**Cell classes on the final placement**

Fill, decap, tap and diode cells in gray.
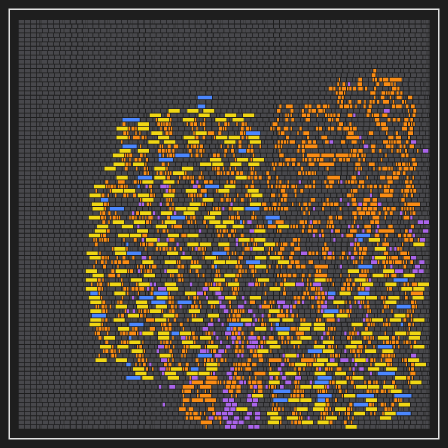
**Cell placement**

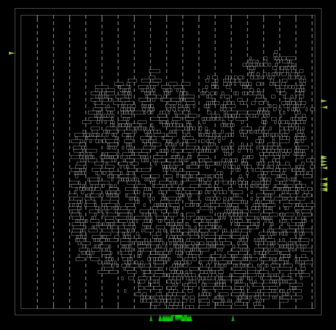
**Close-up of the layout**

Bar = 20 µm. Region (40, 40) to (90, 90) µm. Cells in gray, sequential cells in the stronger gray; small squares are vias.
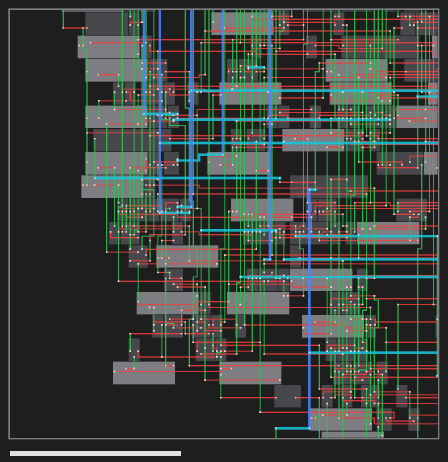
**Sequential cells colored by netlist name**

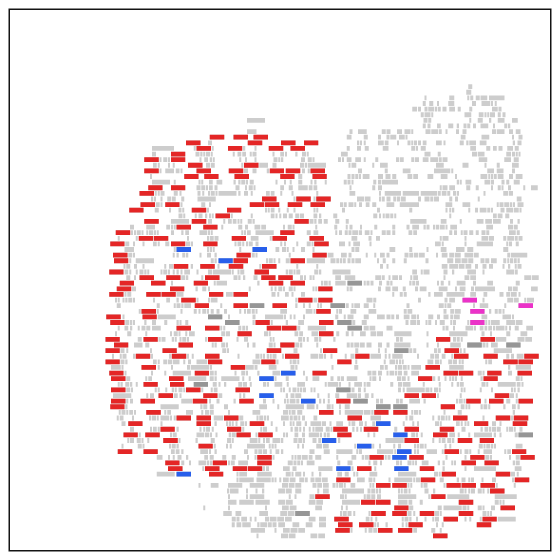
**Wire density map**

Bar = 100 µm. The die is cut into 26 by 26 equal tiles; black is low, pale yellow is high, scaled to the fullest tile. Values are wire area over tile area, all layers added.
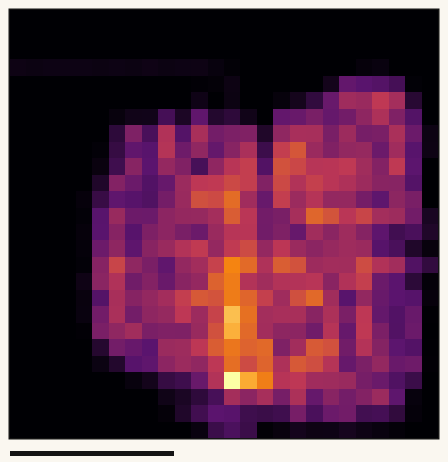
==> config.mk <==
export PLATFORM = sky130hd
export DESIGN_NAME = dep_issue_scheduler
export DESIGN_NICKNAME = d
export VERILOG_FILES = /design/src/rtl/dep_issue_scheduler.sv
export SDC_FILE = /design/constraint.sdc
export NUM_CORES = 1
export LEC_CHECK = 0
export CAP_MARGIN = 40
export CORE_MARGIN = 5
export CORE_UTILIZATION = 25
export CTS_CLUSTER_SIZE = 40
export DETAILED_ROUTE_END_ITERATION = 10
export GPL_TIMING_DRIVEN = 0
export PLACE_DENSITY = 0.5
export SLEW_MARGIN = 25
export SYNTH_ARGS = -nofsm -noshare
export SYNTH_HDL_FRONTEND = slang
export SYNTH_SLANG_ARGS = --single-unit
==> constraint.sdc <==
create_clock -name clk -period 11.5 [get_ports clk]
set_input_delay 1.725 -clock clk [delete_from_list [all_inputs] [get_ports clk]]
set_output_delay 1.725 -clock clk [all_outputs]
set_load 0.02 [all_outputs]
==> run summary <==
Summary of the current implementation state.

- The tightest hold path in the finished design has a slack of 0.500 ns.
- After the first detailed-routing iteration, the DRC count stood at 2,380.
- The number of global-route vias before repair is roughly 16,000, for reference.
- The fraction of final layout cells with drive strength greater than 1 is 0.0927, for reference.
- The synthesized netlist has a Yosys-reported chip area of around 0.016 mm².
- Setup repair after global routing left no endpoint under its margin.
- The script computed a power per unit cell area of approximately 220 mW/mm².
- STA lists the maximum fanout along the critical path as 13.
- The global-route wire length before repair is 112 mm, for reference.
- The number of vias per cell is 5.79, for reference.
- The worst setup path is of the reg2out kind.
- The synthesized design spends more area on one cell type than any other, namely dfxtp_1.
- The register with the most flip-flops in the layout has 256 of them.
- The synthesis run identifies the leading combinational cell family as simple AND/OR/NAND/NOR gates.
- Yosys reported that registers with async set or reset make up 0.
- For this design the top-level I/O count stands at 42.
- For reference, the post-synthesis area per instance comes to 7.61 µm².
- Looking at the VDD voltage map, the peak drop is 0.000129 V.
- Entering global routing, the biggest net connects 14 pins.
- Per the synthesis report, the simple-gate share of the synthesized area is 0.309.
- Max-cap violations in this run came to 0.
- The flip-flop and latch count after synthesis is between 200 and 300, for reference.
- Leaving out fill and tap cells, the most frequent cells in the layout are nor2_1, dfxtp_1, a31oi_1, clkbuf_1, nand2_1.
- The pin closest to its max-slew limit shows a slew of 1.02 ns.
- The count of cells resized by post-cts repair is 0, for reference.
- The root cell of the clock tree is clkbuf_16, for reference.
- No sink is reached through more buffers than the 3 on the longest clock path.
- For reference, the top cells by area after synthesis are dfxtp_1, nor2_1, a31oi_1.
- The minimum period implied by the final worst setup slack is 8.96 ns, for reference.
- The final-layout setup total negative slack is 0 ns, for reference.
- Detailed placement finished with a half-perimeter wire length of slightly below 60 mm.
- The horizontal die dimension is 262 µm, for reference.
- The worst setup path is launched from a flip-flop.
- The cell-mix breakdown from Yosys lists the XOR/XNOR area share as 0.0123.
- The H-tree depth is 2, for reference.
- The yosys cell count is 2,077, for reference.
- Yosys mapped a number of flops with a built-in enable equal to 0.
- The total number of vias is 17,800, for reference.
- The required time reported for the critical path endpoint is 9.78 ns, for reference.
- The number of detailed-route iterations in the first pass is 8, for reference.
- The number of library cell types mapped by synthesis is 91, for reference.
- The share of the core area taken by cells at floorplan is 0.252.
- The weighted congestion reported at the end of routability-driven placement is 0.990, for reference.
- The register clock-pin slew on the reported worst setup and hold paths is 0.06 ns, for reference.
- The final hold violation count is 0, for reference.
- The floorplan die height is 262 µm, for reference.
- The worst register-to-register path depth is 23.
- The post-detailed-route count of antenna-violating nets is 0, for reference.
- The flow ran to the end, and the final reports show no timing, DRC or antenna violations.
- The min-delay analysis places its worst path in the category reg2reg.
- The count of buffers inserted at the top-level ports is 39, for reference.
- Pins over their slew limit in the final report were tallied at 0.
- The worst hold path was traced through 2 stages.
- The peak clock frequency supported by timing is between 0.1 and 0.15 GHz, for reference.
- The number of nets at floorplan is roughly 2,100, for reference.
- The number of hold buffers added after CTS was 0.
- Across the routed clock network, the largest skew measured is roughly 0.023 ns.
- The design draws 0.00429 W.
- The share of Yosys cell area claimed by the top area cell type is 0.371, for reference.
- The number of nets in the layout is 2,262, for reference.
- The cell-mix breakdown from Yosys lists the compound-gate area share as 0.201.
- The final setup slack of the worst path is 2.54 ns, for reference.
- For reference, the mux area share after synthesis is 0.0306.
- For flop-to-flop paths, the worst setup slack is between 4 and 5 ns.
- Warnings raised by the tools during the run amount to 34.
- The analysis attributes to cell leakage a power of between 6 and 7 nW.
- The final timing report counts setup violations totalling 0.
- The clock net in this run drives a total of 293 sinks.
- Of the available clock period, the critical path in the final layout requires 0.780.
- The worst setup path is captured at an output port.
- TritonCTS built the clock tree.
- The arithmetic-cell share of the synthesized area counting full adders, half adders and majority gates is 0.0253, for reference.
- Per the cell usage report, the commonest logic cell in the layout is nor2_1.
- The buffers inserted during post-CTS setup optimization is 0, for reference.
- At the later pin of the worst-skew pair, clock insertion delay measures 0.56 ns.
- The Yosys step of the flow raised 0 warnings.
- The overall die area is 0.0684 mm², for reference.
- The gate count of the mapped netlist is around 2,100, for reference.
- The number of antenna violations at the first check in global routing is 1.
- Per the GRT congestion report, total overflow comes to 0.
- For this run, the register share of the synthesized area comes to 0.371.
- The worst setup slack before clock tree synthesis is 3.40 ns, for reference.
- Counting the buffers created by CTS gives 35.
- The data arrival time of the worst path is 7.24 ns, for reference.
- The summed instance area of the synthesized netlist is 0.0158 mm², for reference.
- The total routed wirelength is 78.0 mm, for reference.
- The synthesis report names the predominant flop master as dfxtp_1.
-- 'cell classes on the final placement' (at the start) --
color	class	cells	share of their area
purple	other buffers and delay cells	259	8.9%
blue	clock drivers and dummy loads	64	7.1%
yellow	flip-flops	293	32%
orange	all other logic	1,618	52%
Design Area, Final: 0.0191 mm²
final core utilization: 0.304
Row Count: 92

-- 'cell placement' (at the start) --
fill cell total of the finished layout: 6,811
non-filler instance count after layout: 3,082
register fraction of the total cell area: 0.307
flop count: 293
placeable core region: 0.0629 mm²

-- 'close-up of the layout' (at the start) --
color	layer
blue	met4
cyan	met3
red	met1
green	met2
sequential cells in the window	22
most frequent	nor2_1 (44), dfxtp_1 (22), a31oi_1 (20)
cells with their middle in the window	107

-- 'sequential cells colored by netlist name' (at the start) --
color	signal	placed flops
red	dep_q	256
blue	valid_q	16
magenta	rr_q	4
sequential cell area in the final layout: 0.00587 mm²
Seq group: 0.00107 W

-- 'wire density map' (at the start) --
tiles over half the peak	9.5%
emptiest ninth of the die	top left
fullest tile	0.92
mean over tiles	0.19
densest ninth of the die	middle
nearly empty tiles	39%
overall fraction of global-route tracks in use: 0.220
average wire per standard cell: 25.3 µm

[power by group]
part | switching, W | internal (W)
Clock | 0.000488 | 0.000757
Sequential | 0.0000318 | 0.00104
Combinational | 0.00129 | 0.000675
Total | 0.00181 | 0.00247
[cell families (layout without fill, tap and decap cells)]
family	after synthesis	count (layout)
AND/OR/NAND/NOR	1024	1024
adder cells (fa/ha/maj)	26	26
flip-flops	293	293
AND-OR/OR-AND	479	479
multiplexers	32	32
XOR/XNOR	20	20
other	0	2
buffers and inverters	203	360
[worst max-delay path, cell delays in order (launching register included)]
cell,delay (ns)
dfxtp_1,0.48
inv_1,0.16
buf_2,0.29
buf_2,0.43
ha_1,0.31
clkbuf_1,0.23
inv_1,0.21
buf_2,0.30
nor3_1,0.15
o31ai_1,0.55
mux4_2,0.56
nand3_1,0.25
or4_1,0.56
nor3_2,0.42
and4b_1,0.29
a211oi_1,0.07
a21oi_2,0.45
buf_2,0.36
inv_1,0.07
clkdlybuf4s50_1,0.54
[cells in the mapped netlist (11+ instances only)]
library cell,count
nor2_1,557
dfxtp_1,293
a31oi_1,248
clkbuf_1,147
nand2_1,103
nand3_1,92
nor4_1,80
a21oi_1,60
nor3_1,40
inv_1,34
o21ai_0,31
o2111ai_1,19
and4b_1,17
nand2b_1,17
ha_1,16
nand4_1,16
xnor2_1,15
a211oi_1,14
o221ai_1,14
o22ai_1,14
or3_1,13
mux2i_1,12
or2_2,12
mux4_2,11
[metrics by stage]
step / cells / cell area, µm²
floorplan: 2077 / 15800
global placement: 2962 / 17300
detailed placement: 3006 / 17800
CTS: 3070 / 19000
global route: 3080 / 19100
finish: 3082 / 19100
[final cells by class]
cell class,instances,area [µm²]
Fill cell,6811,43700
Sequential cell,293,5870
Antenna cell,2,5.00
Clock inverter,16,236
Timing Repair Buffer,93,936
Buffer,166,668
Tap cell,846,1060
Inverter,37,139
Multi-Input combinational cell,1581,9180
Clock buffer,48,1050
[per-layer routing]
metal / track usage / part of all wire
met5: 0 / 0
met2: 0.339 / 0.44
met4: 0.0934 / 0.046
met1: 0.300 / 0.42
met3: 0.0434 / 0.099
Power is estimated from default activity; no workload was simulated.
